`config.mk`:
```
export PLATFORM = sky130hd
export DESIGN_NAME = shift_register_128to32
export DESIGN_NICKNAME = d
export VERILOG_FILES = /design/src/rtl/shift_register_128to32.sv
export SDC_FILE = /design/constraint.sdc
export NUM_CORES = 1
export LEC_CHECK = 0
export CAP_MARGIN = 20
export CORE_UTILIZATION = 31
export DETAILED_ROUTE_END_ITERATION = 7
export MAX_ROUTING_LAYER = met4
export SYNTH_ARGS = -nofsm -noshare
export SYNTH_HDL_FRONTEND = slang
export SYNTH_SLANG_ARGS = --single-unit
```
`constraint.sdc`:
```
create_clock -name clk -period 2.2 [get_ports clk]
set_clock_uncertainty 0.05 [all_clocks]
set_input_delay 0.44 -clock clk [delete_from_list [all_inputs] [get_ports clk]]
set_output_delay 0.44 -clock clk [all_outputs]
set_load 0.01 [all_outputs]
```
`src/rtl/shift_register_128to32.sv`:
```
// shift_register_128to32
// Parallel-in / serial-out word buffer: captures one DATA_W*WORDS block and
// presents it one DATA_W word at a time, advancing one word per shift request.
// Sits between the 128-bit AES datapath and a 32-bit bus.
//
// Build option:
//   SR128_LSW_FIRST_EN  defined   -> least-significant word first, shift right
//                       undefined -> most-significant word first, shift left
//
// The block is held as WORDS independent word lanes. Each lane either captures
// its slice of data_in, takes its neighbour's word on a shift (zero fill at the
// far end), or holds. data_out is a combinational pick of the head lane.

// One word lane of the buffer.
module shift_register_128to32_lane #(
   parameter int DATA_W = 32
) (
   input  logic              clk,
   input  logic              reset,
   input  logic              load,
   input  logic              shift,
   input  logic [DATA_W-1:0] load_word,
   input  logic [DATA_W-1:0] next_word,
   output logic [DATA_W-1:0] word
);

   // Reset clears, load captures, shift takes the neighbour word, else hold.
   always_ff @(posedge clk) begin
      if (reset)
         word <= '0;
      else if (load)
         word <= load_word;
      else if (shift)
         word <= next_word;
   end

endmodule

module shift_register_128to32 #(
   parameter int DATA_W = 32,
   parameter int WORDS  = 4,
   parameter int CNT_W  = $clog2(WORDS + 1)
) (
   input  logic                      clk,
   input  logic                      reset,
   input  logic [DATA_W*WORDS-1:0]   data_in,
   input  logic                      load,
   input  logic                      shift_out,
   output logic [DATA_W-1:0]         data_out,
   output logic                      out_valid,
   output logic                      empty,
   output logic [CNT_W-1:0]          words_left
);

   // Word view of the block; index 0 is the least-significant word.
   logic [WORDS-1:0][DATA_W-1:0] blk;
   logic [WORDS-1:0][DATA_W-1:0] blk_in;
   logic [WORDS-1:0][DATA_W-1:0] nxt;
   logic                         shift_en;

   assign blk_in = data_in;

   // Load wins over shift; a shift with nothing left is dropped so the
   // buffer and count never underflow.
   assign shift_en = shift_out & ~load & (words_left != '0);

   genvar i;
   generate
      for (i = 0; i < WORDS; i++) begin : g_lane
`ifdef SR128_LSW_FIRST_EN
         // Shift right: each lane takes the next-higher word, top fills with 0.
         if (i == WORDS - 1) begin : g_edge
            assign nxt[i] = '0;
         end else begin : g_mid
            assign nxt[i] = blk[i+1];
         end
`else
         // Shift left: each lane takes the next-lower word, bottom fills with 0.
         if (i == 0) begin : g_edge
            assign nxt[i] = '0;
         end else begin : g_mid
            assign nxt[i] = blk[i-1];
         end
`endif
         shift_register_128to32_lane #(
            .DATA_W (DATA_W)
         ) u_lane (
            .clk       (clk),
            .reset     (reset),
            .load      (load),
            .shift     (shift_en),
            .load_word (blk_in[i]),
            .next_word (nxt[i]),
            .word      (blk[i])
         );
      end
   endgenerate

`ifdef SR128_LSW_FIRST_EN
   assign data_out = blk[0];
`else
   assign data_out = blk[WORDS-1];
`endif

   // Remaining-word counter: full on load, one less per accepted shift.
   always_ff @(posedge clk) begin
      if (reset)
         words_left <= '0;
      else if (load)
         words_left <= CNT_W'(WORDS);
      else if (shift_en)
         words_left <= words_left - 1'b1;
   end

   assign out_valid = (words_left != '0);
   assign empty     = (words_left == '0);

endmodule

```
Run 1, sequential cells colored by netlist name:
Other cells in gray.
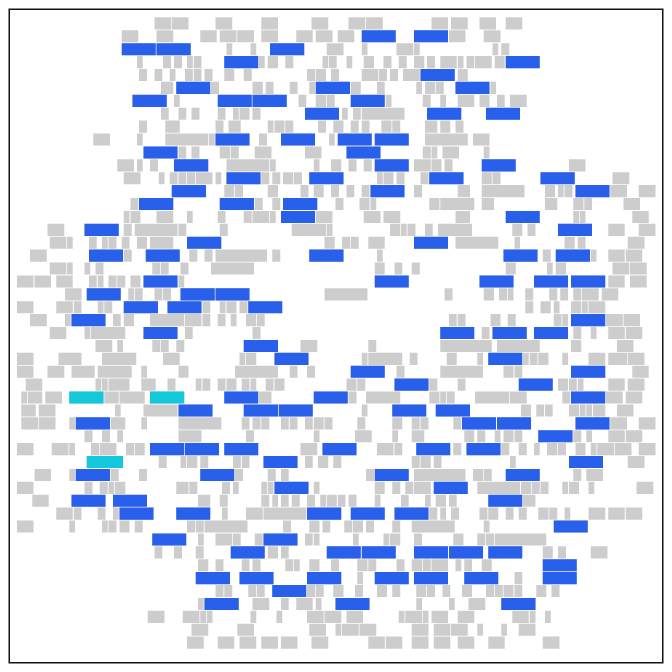
| color | name in the netlist | flops |
|---|---|---|
| blue | `g_lane.u_lane.word` | 128 |
| cyan | `words_left` | 3 |

Run 1, pin map:
Pins as bars across the die edge, other pins in gray.
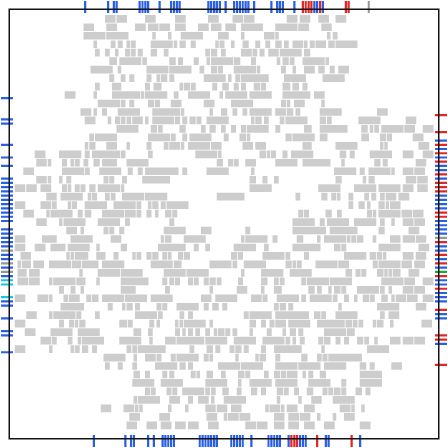
| color | port | pins | direction | edge |
|---|---|---|---|---|
| green | `reset` | 1 | input | east |
| red | `data_out` | 32 | output | 20 east, 7 north, 5 south |
| blue | `data_in` | 128 | input | 36 south, 34 north, 32 west, 26 east |
| cyan | `words_left` | 3 | output | west |
all pins by edge: 48 east, 42 north, 41 south, 38 west

Run 1, routing congestion map:
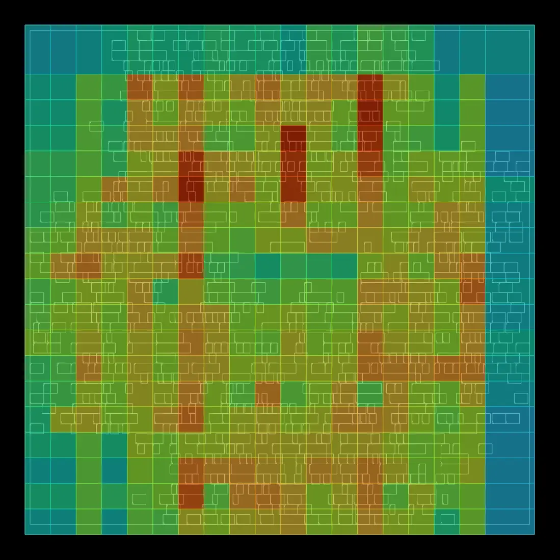
met2 Usage GRT: 23.56%
Util after Layout: 44.41%
GR peak layer: met1
grt met3 use: 4.305%
met1 usage: 26.89%

Run 1, clock distribution:
Scale bar: 50 microns.
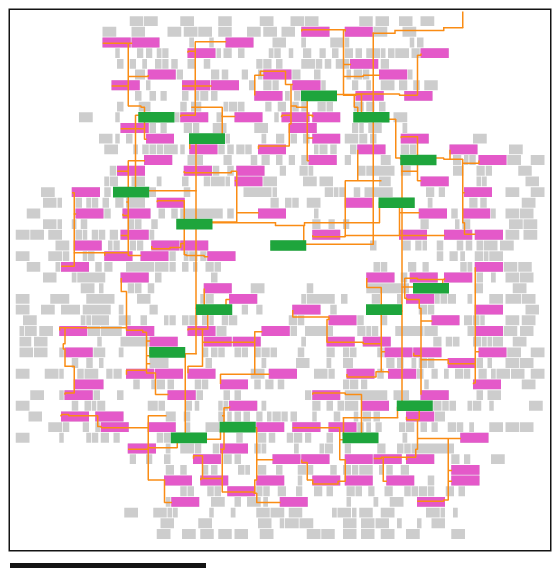
[green] cells driving clock nets | count: 17
[orange] clock wires | length: 1,710 microns
[magenta] flip-flops | count: 131
routed clock nets: 18
flops lie: widely spread

==> Slide: Implementation Results, run 1 <==
Flow Results at a Glance

Job
  • Number of max-cap violations: 0
  • Tool warnings: 26

Detailed routing
  • Uppermost layer routed: met4
  • DRC viols: 0
  • Met3 Wirelength: ~1100 microns
  • Met1 WL: 8412 microns
  • First DRT Iteration DRCs: approximately 390
  • DR pass1 iterations: 4
  • Vias per Instance: between 5 and 6
  • Antenna viol nets, final: 0
  • Met2 routed wirelength: 6708 microns
  • Via count: 5,387

Power
  • Static leakage: ~2.9 nW
  • Sw frac: about a quarter
  • Logic pwr share: between 10% and 20%
  • PwrDens: between 800 and 900 mW/mm^2
  • Sequential power share: between 30% and 40%
  • Internal power: 5.094 mW
  • Peak VDD IR: ~0.54 mV

Hold path
  • Min-delay worst type: input pin to register
  • Hold EP: g_lane[0].u_lane.word[31]$_SDFFE_PP0P_
  • HP Start: reset

Yosys
  • Yosys Warn Count: 0
  • Yosys Instances: 737
  • Chip area line of the yosys report: around 0.0057 sq mm
  • Syn_area_per_cell: a little under 8 sq um
  • Synthesized net count: 871
  • Register share after synthesis: a little under half
  • Post-Syn Instances: around 740
  • Post-Syn Area: about 0.0057 sq mm
  • Cell area leaders: dfxtp_1 (46%), nor3_1 (17%), nor4_1 (11%), nor2_1 (6.4%), buf_4 (4.6%)
  • Area leader share: a little under half
  • Synth area leader: dfxtp_1
  • Synth flops: 131
  • Number of distinct library cells after synthesis: 18

Clocking
  • Post-cts sizing count: 4
  • Clock slew at reported path FFs: ~0.06 ns
  • CTS Sinks: around 130
  • Clock tree buffer depth: 2
  • TritonCTS Buffers: 17
  • Htree depth: 4
  • # hold bufs at CTS: 0
  • Post CTS Setup Buffer Count: 0

Place
  • PortBufs: roughly 170
  • Routability cong.: about 0.79
  • Detailed placement HPWL: 10,760 microns
  • Post-Place Worst Slack: between 0.15 and 0.2 ns

Timing
  • Tcrit/Tclk final: 91.19%
  • Fmax: 498.5 MHz
  • Final setup margin: 0.1939 ns
  • Max_slew headroom: 68.95%
  • Fin. max-slew vios: 0
  • RSZ-0062 raised after global routing: no

Critical path
  • CP startpoint kind: register
  • Reg-to-Reg End: g_lane[1].u_lane.word[17]$_SDFFE_PP0P_
  • Reg2Reg Depth: 8
  • R2R setup slack: about 0.36 ns
  • Crit. End Element: output pin
  • Worst Path Arrival: ~1.5 ns
  • Crit path to: out_valid
  • Reg-to-reg startpoint: words_left[0]$_SDFFE_PP0P_
  • Type of the worst setup path: register to output pin
  • Critical Path RT: 1.71 ns
  • Crit path max fanout: 4
  • Crit path from: words_left[1]$_SDFFE_PP0P_

Finish
  • Seq. cell area: between 0.002 and 0.003 sq mm
  • Top cells excl fill/tap: nor3_1 (194), clkdlybuf4s50_1 (164), dfxtp_1 (130), nor2_1 (97), nor4_1 (96)
  • Layout cells sized above 1: 6.754%
  • Area growth syn-to-layout: 40.22%
  • Fill cells: 1,841
  • Logic area: between 0.002 and 0.0025 sq mm

Global route
  • Global-route wire length before repair: 25,790 microns
  • Largest net degree at the start of global routing: approximately 76

Die
  • I/O pins: ~170
  • Core Rows: ~49
  • Die W: 137.5 microns
  • FP Core Util: around a third
  • Die Y-Extent: approximately 140 microns

Status
  • Status: completed
-- run 1: flip-flops by register name (all words and copies together), names as in the netlist --
name,count
g_lane.u_lane.word,128
words_left,3
-- run 1: metrics by stage --
| stage | area (sq um) | power (mW) | hold WS, ns | cells |
|---|---|---|---|---|
| after global placement | 7338 | 3.833 | 0.4055 | 1041 |
| after detailed placement | 7338 | 3.840 | 0.4090 | 1041 |
| after floorplan | 5689 | 3.360 | 0.3986 | 737 |
| final | 7978 | 6.792 | 0.4107 | 1074 |
| after CTS | 7975 | 6.859 | 0.3934 | 1073 |
| after global routing | 7978 | 7.097 | 0.4085 | 1074 |
-- run 1: power groups by stage --
stage                     combinational [mW]  sequential, mW  clock [mW]
after CTS                               1.11            2.68        3.07
after global placement                  1.10            2.73           0
after global routing                    1.20            2.71        3.18
after detailed placement                1.11            2.73           0
after floorplan                        0.657            2.70           0
final                                   1.10            2.68        3.01
-- run 1: area by class of cell --
cell class | count | share of cell area [%]
antenna | 1 | 0.03137
clock buffer | 19 | 5.678
clock inverter | 13 | 2.290
inverter | 5 | 0.2666
multi-input combinational | 490 | 30.80
sequential | 131 | 32.89
tap | 229 | 3.592
timing repair buffer | 186 | 24.45
-- run 1: critical path, stage by stage (launching register included) --
cell and delay [ns]:
dfxtp_1 0.35, inv_1 0.05, ha_1 0.17, ha_2 0.21, inv_1 0.05, dlygate4sd2_1 0.26
-- run 1: Yosys cell counts (all sizes together) --
master and number:
nand3 32, inv 5, dfxtp 131, nor2 97, nor4 96, nand2 32
clkbuf 26, a311oi 1, ha 2, nor2b 1, a2111oi 1, xnor2 1
a21oi 32, nor3 194, nand2b 1, buf 85
-- run 1: cell families after synthesis --
family,synth area share (%)
simple gates,39.21
flops,46.10
buf+inv,10.97
compound gates,3.123
fa+ha+maj,0.4398
xor+xnor,0.1540
## Run 2: what changed since run 1
--- a/config.mk
+++ b/config.mk
@@ -5,7 +5,6 @@
 export SDC_FILE = /design/constraint.sdc
 export NUM_CORES = 1
 export LEC_CHECK = 0
-export CAP_MARGIN = 20
 export CORE_UTILIZATION = 31
 export DETAILED_ROUTE_END_ITERATION = 7
 export MAX_ROUTING_LAYER = met4
Run 2, sequential cells colored by netlist name:
Other cells in gray.
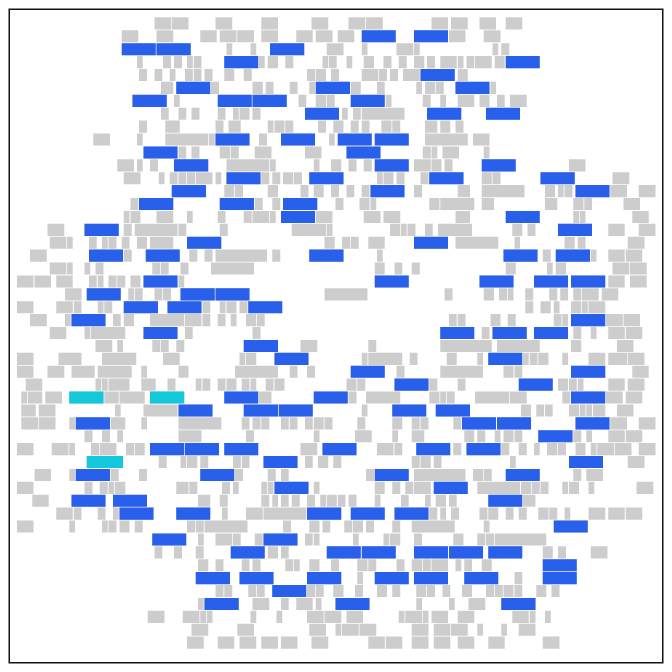
| color | name in the netlist | flops |
|---|---|---|
| blue | `g_lane.u_lane.word` | 128 |
| cyan | `words_left` | 3 |

==> run 2 against run 1 <==
Flip-flop count unchanged. Critical path type unchanged. Combinational power is essentially flat. Sequential power barely moved. Clock power barely moved. Critical path depth did not move. Core utilization did not move. Largest power group unchanged. Die size stayed put. Hold slack unchanged. Maximum frequency stayed put. Largest cell class unchanged. Non-clock buffer count did not move.
==> Slide: Implementation Results, run 2 <==
Flow Results at a Glance

Timing
  • Final hold viol count: 0
  • Final setup margin: slightly below 0.2 ns
  • Setup tns final: 0 ns
  • Worst-margin pin slew: about 0.47 ns
  • Fin crit period: ~2.0 ns
  • Max_slew headroom: ~69%
  • Fmax: between 400 and 500 MHz
  • Hold Worst Slack: just over 0.4 ns
  • RSZ-0062 raised after global routing: no
  • Tcrit/Tclk final: between 90 and 100%
  • Fin. max-slew vios: 0
  • Setup-failing EPs final: 0

Detailed routing
  • Via count: 5,387
  • Vias per Instance: around 5.0
  • Antenna viol nets, final: 0
  • Uppermost layer routed: met4
  • Drt wl/cell: 15.33 microns
  • Final WL: ~16,000 microns
  • DRC viols: 0
  • DR pass1 iterations: 4
  • Met1 WL: ~8400 microns
  • Met2 routed wirelength: between 6000 and 7000 microns
  • First DRT Iteration DRCs: about 400
  • Met3 Wirelength: 1149 microns

Die
  • Core Region: about 0.018 sq mm
  • Core Rows: between 40 and 50
  • Die Y-Extent: 137.5 microns
  • Die ar.: approximately 0.019 sq mm
  • I/O pins: ~170
  • FP Core Util: about a third
  • Die W: between 100 and 150 microns

Critical path
  • CP top delay family: adder cells
  • Ordered list of cells on the worst path: inv_1 > ha_1 > ha_2 > inv_1 > dlygate4sd2_1
  • Crit path max fanout: 4
  • CP startpoint kind: register
  • Slowest Stage Delay on Critical Path: around 0.35 ns
  • Worst Path Buf+Inv: 3
  • Worst Path Arrival: around 1.5 ns
  • Crit. End Element: output pin
  • Cell mode on critical path: inv_1
  • Crit-path slowest cell: dfxtp_1
  • Type of the worst setup path: register to output pin
  • Critical Path RT: 1.71 ns

Yosys
  • Yosys adder share: 0.4399%
  • Post-Syn Instances: roughly 740
  • Yosys Instances: 737
  • Simple-gate share of the synthesized area: 39.21%
  • Most numerous cell in the Yosys netlist: nor3_1
  • XOR Share, Synth: 0.1539%
  • Synthesized net count: around 870
  • Post-synth top cells: nor3_1 (194), dfxtp_1 (131), nor2_1 (97), nor4_1 (96), buf_2 (46)
  • Synth async-reset ratio: 0%
  • Area leader share: a little under half
  • Top non-seq family: simple AND/OR/NAND/NOR gates
  • Cell area leaders: dfxtp_1 (46%), nor3_1 (17%), nor4_1 (11%), nor2_1 (6.4%), buf_4 (4.6%)
  • Post-Syn Area: approximately 0.0057 sq mm
  • Syn_area_per_cell: slightly below 8 sq um
  • Count of library flops with an enable pin: 0
  • Post-Synth AOI/OAI Area: 3.123%
  • Register share after synthesis: 46.10%
  • Yosys Warn Count: 0
  • Synth flops: between 100 and 150
  • Chip area line of the yosys report: approximately 0.0057 sq mm
  • Number of distinct library cells after synthesis: 18
  • Mux area share: 0%
  • Synth area leader: dfxtp_1
  • Main flop type: dfxtp_1

Global route
  • Grt met3 use: roughly 4.3%
  • Remaining global-route overflow: 0
  • Met2 Usage GRT: around a quarter
  • Largest net degree at the start of global routing: between 70 and 80
  • Vias in the first global route: about 5,000
  • Gr usage total: ~18%
  • Met1 usage: between 20% and 30%
  • GR peak layer: met1
  • Global-route wire length before repair: between 20,000 and 30,000 microns
  • Initial antenna violation count: 1

Clocking
  • Post CTS Setup Buffer Count: 0
  • CTS Sinks: 131
  • Clk ins delay skew pair: approximately 0.42 ns
  • Root Driver: clkbuf_16
  • Htree depth: 4
  • Clock slew at reported path FFs: ~0.060 ns
  • CTS tree: done
  • Clock tree buffer depth: 2
  • TritonCTS Buffers: 17

Finish
  • Area growth syn-to-layout: 40.22%
  • Top cells excl fill/tap: nor3_1 (194), clkdlybuf4s50_1 (164), dfxtp_1 (130), nor2_1 (97), nor4_1 (96)
  • Largest regs: g_lane.u_lane.word x128, words_left x3
  • Largest register FFs: roughly 130
  • Top cell excl fill/tap: nor3_1
  • Post-route cell area: about 0.0080 sq mm
  • Util after Layout: ~44%
  • Final #Nets: 965
  • Layout cells sized above 1: a little under 7%
  • Final non-filler cell total: ~1,100
  • Top reg by flops: g_lane.u_lane.word

Power
  • Total Power: approximately 6.8 mW
  • PwrDens: about 850 mW/mm^2
  • Static leakage: around 2.9 nW
  • Peak VDD IR: 0.5405 mV

Place
  • Post-Place Worst Slack: 0.1941 ns
  • Placed inst area: 0.007338 sq mm
  • Cell Count Post-Placement: 1,041
  • Detailed placement HPWL: about 11,000 microns
  • Routability cong.: 0.7946
  • PortBufs: about 170

Job
  • Tool warnings: 26
  • Number of max-cap violations: 0

Hold path
  • Min-delay worst type: input pin to register

Status
  • Status: completed
Run 2, met4 routing:
Cells faint in the background.
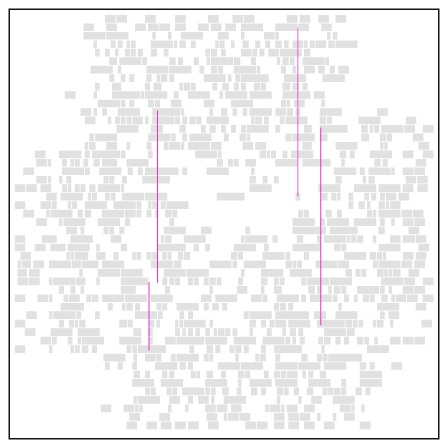
wire length on this layer: 194 microns
longest straight run: 63.2 microns

[run 2: cell counts in the layout (fill, tap and decap cells not counted)]
No cell type changed its count.
[run 2: timing repair]
item | in CTS | in global routing
resized | 4 | 0
hold buffers | 0 | 0
endpoints found under the setup margin | 2 | 0
[run 2: area by class of cell]
| type | count | area, sq um |
|---|---|---|
| Antenna cell | 1 | 2.502 |
| Clock buffer | 19 | 452.9 |
| Clock inverter | 13 | 182.7 |
| Fill cell | 1841 | 9986 |
| Inverter | 5 | 21.27 |
| Multi-Input combinational cell | 490 | 2457 |
| Sequential cell | 131 | 2624 |
| Tap cell | 229 | 286.5 |
| Timing Repair Buffer | 186 | 1951 |
[run 2: worst register-to-register path, cell delays in order (launching register included)]
cell,delay [ns]
dfxtp_2,0.33
inv_1,0.05
ha_1,0.14
ha_2,0.23
nand2b_4,0.20
buf_12,0.24
buf_4,0.23
nor3_1,0.07
nor4_1,0.21
[run 2: power breakdown]
part,internal [mW],leakage (nW),switching (mW),total [mW]
sequential,2.57,1.09,0.109,2.68
clock,1.95,0.301,1.06,3.01
combinational,0.569,1.48,0.529,1.10
total,5.09,2.87,1.70,6.79
[run 2: final timing paths]
| check | end | depth (start not counted) | from | slack, ns |
|---|---|---|---|---|
| max reg2reg | g_lane[1].u_lane.word[17]$_SDFFE_PP0P_ | 8 | words_left[0]$_SDFFE_PP0P_ | 0.36 |
| max | out_valid | 5 | words_left[1]$_SDFFE_PP0P_ | 0.19 |
| min reg2reg | g_lane[0].u_lane.word[4]$_SDFFE_PP0P_ | 2 | g_lane[0].u_lane.word[4]$_SDFFE_PP0P_ | 0.42 |
| min | g_lane[0].u_lane.word[31]$_SDFFE_PP0P_ | 2 | reset | 0.41 |
## Run 3: what changed since run 2
--- a/config.mk
+++ b/config.mk
@@ -6,6 +6,7 @@
 export NUM_CORES = 1
 export LEC_CHECK = 0
 export CORE_UTILIZATION = 31
+export CTS_BUF_LIST = sky130_fd_sc_hd__clkbuf_4 sky130_fd_sc_hd__clkbuf_8 sky130_fd_sc_hd__clkbuf_16
 export DETAILED_ROUTE_END_ITERATION = 7
 export MAX_ROUTING_LAYER = met4
 export SYNTH_ARGS = -nofsm -noshare
Run 3, sequential cells colored by netlist name:
Other cells in gray.
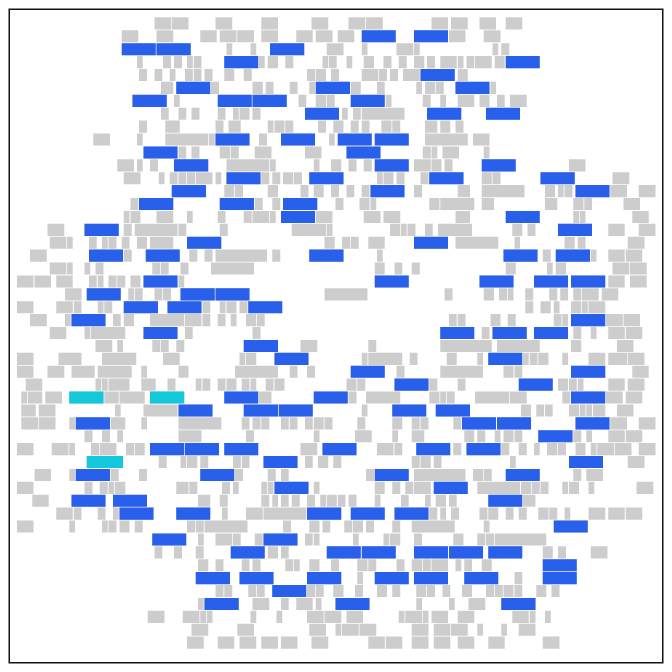
| color | name in the netlist | flops |
|---|---|---|
| blue | `g_lane.u_lane.word` | 128 |
| cyan | `words_left` | 3 |

==> run 3 against run 2 <==
Wire length unchanged. Flip-flop count stayed put. Hold slack did not move. Critical endpoint unchanged. Cell count stayed put.
==> Slide: Implementation Results, run 3 <==
Flow Results at a Glance

Critical path
  • Slowest Stage Delay on Critical Path: ~0.35 ns
  • Ordered list of cells on the worst path: inv_1 > ha_1 > ha_2 > inv_1 > dlygate4sd2_1
  • Crit. End Element: output pin
  • Type of the worst setup path: register to output pin
  • Critical Path RT: approximately 1.7 ns
  • Worst Path Arrival: 1.52 ns
  • CP startpoint kind: register
  • Cell mode on critical path: inv_1
  • Crit-path slowest cell: dfxtp_1
  • Crit path max fanout: 4

Global route
  • Gr usage total: between 10% and 20%
  • Largest net degree at the start of global routing: roughly 76
  • Met1 usage: 26.89%
  • Initial antenna violation count: 1
  • GR peak layer: met1
  • Global-route wire length before repair: between 20,000 and 30,000 microns
  • Vias in the first global route: ~5,000
  • Grt met3 use: 4.305%
  • Met2 Usage GRT: between 20% and 30%
  • Remaining global-route overflow: 0

Place
  • Cell Count Post-Placement: approximately 1,000
  • PortBufs: roughly 170
  • Detailed placement HPWL: between 10,000 and 15,000 microns
  • Placed inst area: 0.007338 sq mm
  • Routability cong.: 0.7946

Yosys
  • Syn_area_per_cell: between 7 and 8 sq um
  • Register share after synthesis: 46.10%
  • Post-Syn Instances: 737
  • Post-Synth AOI/OAI Area: 3.123%
  • Synth async-reset ratio: 0%
  • Cell area leaders: dfxtp_1 (46%), nor3_1 (17%), nor4_1 (11%), nor2_1 (6.4%), buf_4 (4.6%)
  • XOR Share, Synth: less than 1%
  • Simple-gate share of the synthesized area: roughly 39%
  • Area leader share: 46.10%
  • Mux area share: 0%
  • Synthesized net count: about 870
  • Main flop type: dfxtp_1
  • Count of library flops with an enable pin: 0
  • Top non-seq family: simple AND/OR/NAND/NOR gates
  • Number of distinct library cells after synthesis: 18
  • Post-Syn Area: approximately 0.0057 sq mm
  • Yosys adder share: less than 1%
  • Synth flops: 131
  • Synth area leader: dfxtp_1
  • Yosys Instances: 737
  • Yosys Warn Count: 0
  • Post-synth top cells: nor3_1 (194), dfxtp_1 (131), nor2_1 (97), nor4_1 (96), buf_2 (46)
  • Most numerous cell in the Yosys netlist: nor3_1
  • Chip area line of the yosys report: 0.005689 sq mm

Finish
  • Largest regs: g_lane.u_lane.word x128, words_left x3
  • Area growth syn-to-layout: 40.22%
  • Top cells excl fill/tap: nor3_1 (194), clkdlybuf4s50_1 (164), dfxtp_1 (130), nor2_1 (97), nor4_1 (96)
  • Post-route cell area: about 0.0080 sq mm
  • Fill cells: between 1,500 and 2,000
  • Logic area: around 0.0025 sq mm
  • Seq. cell area: roughly 0.0026 sq mm
  • Top cell excl fill/tap: nor3_1
  • Top reg by flops: g_lane.u_lane.word
  • Final #Nets: ~970
  • Final non-filler cell total: 1,074
  • Largest register FFs: 128
  • Layout cells sized above 1: under 10%

Die
  • Die ar.: between 0.015 and 0.02 sq mm
  • Core Rows: ~49
  • FP Core Util: about a third
  • Die W: 137.5 microns
  • I/O pins: roughly 170
  • Core Region: 0.01796 sq mm
  • Die Y-Extent: between 100 and 150 microns

Detailed routing
  • Final WL: approximately 16,000 microns
  • First DRT Iteration DRCs: a little under 400
  • Met2 routed wirelength: approximately 6700 microns
  • Met3 Wirelength: 1149 microns
  • Vias per Instance: 5.016
  • Met1 WL: 8412 microns
  • Antenna viol nets, final: 0
  • DR pass1 iterations: 4
  • Uppermost layer routed: met4
  • Via count: approximately 5,400
  • Drt wl/cell: 15.33 microns

Timing
  • Tcrit/Tclk final: around 90%
  • Worst-margin pin slew: about 0.47 ns
  • Final hold viol count: 0
  • Setup-failing EPs final: 0
  • Fin. max-slew vios: 0
  • RSZ-0062 raised after global routing: no
  • Fmax: between 400 and 500 MHz
  • Setup tns final: 0 ns
  • Max_slew headroom: a little under 70%
  • Fin crit period: roughly 2.0 ns

Power
  • Total Power: between 6 and 7 mW
  • Peak VDD IR: 0.5405 mV
  • Static leakage: 2.873 nW
  • PwrDens: between 800 and 900 mW/mm^2

Clocking
  • # hold bufs at CTS: 0
  • Htree depth: 4
  • TritonCTS Buffers: 17
  • Clock tree buffer depth: 2
  • CTS tree: done
  • Clk ins delay skew pair: approximately 0.42 ns
  • Post CTS Setup Buffer Count: 0
  • Clock slew at reported path FFs: around 0.060 ns
  • CTS Sinks: around 130
  • Root Driver: clkbuf_16

Job
  • Number of max-cap violations: 0

Hold path
  • Min-delay worst type: input pin to register

Status
  • Status: completed
Run 3, clock distribution:
Scale bar: 50 microns.
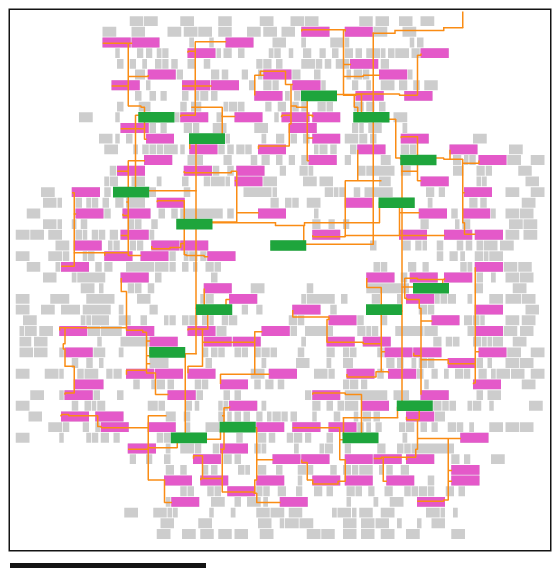
[magenta] flip-flops | count: 131
[green] cells driving clock nets | count: 17
[orange] clock wires | length: 1,710 microns
flops lie: widely spread

-- run 3: final cells by class --
cell class / count / area share (%)
diodes: 1 / 0.03137
clock buffers: 19 / 5.678
clock inverters: 13 / 2.290
multi-input cells: 490 / 30.80
flip-flops and latches: 131 / 32.89
well taps: 229 / 3.592
repair buffers: 186 / 24.45
inverters: 5 / 0.2666
-- run 3: power breakdown --
part           switching, mW  internal [mW]
clock network           1.06           1.95
logic                  0.529          0.569
registers              0.109           2.57
total                   1.70           5.09
-- run 3: worst max-delay path, delay by kind of cell, from the launching register on --
family,cells,cell delay (ns)
flip-flops,1,0.35
adder cells (fa/ha/maj),2,0.38
buffers and inverters,3,0.36
-- run 3: through the flow --
step / utilization [%] / hold WS, ns / setup slack [ns]
after floorplan: - / 0.3986 / 0.4685
after CTS: 44.40 / 0.3934 / 0.1716
after global routing: 44.41 / 0.4085 / 0.07911
final: 44.41 / 0.4107 / 0.1939
after detailed placement: 40.85 / 0.4090 / 0.1941
after global placement: 40.85 / 0.4055 / 0.2321
-- run 3: repair_timing --
item / in CTS / in global routing
endpoints found under the hold margin: 0 / 0
resized: 4 / 0
setup endpoints to repair: 2 / 0
-- run 3: worst paths after layout --
check | from | to | slack, ns | depth (start not counted)
worst max-delay path | words_left[1]$_SDFFE_PP0P_ | out_valid | 0.19 | 5
worst min-delay path | reset | g_lane[0].u_lane.word[31]$_SDFFE_PP0P_ | 0.41 | 2
worst max register to register | words_left[0]$_SDFFE_PP0P_ | g_lane[1].u_lane.word[17]$_SDFFE_PP0P_ | 0.36 | 8
worst min register to register | g_lane[0].u_lane.word[4]$_SDFFE_PP0P_ | g_lane[0].u_lane.word[4]$_SDFFE_PP0P_ | 0.42 | 2
Power figures rest on the tool's default switching activity, not on a simulated workload.
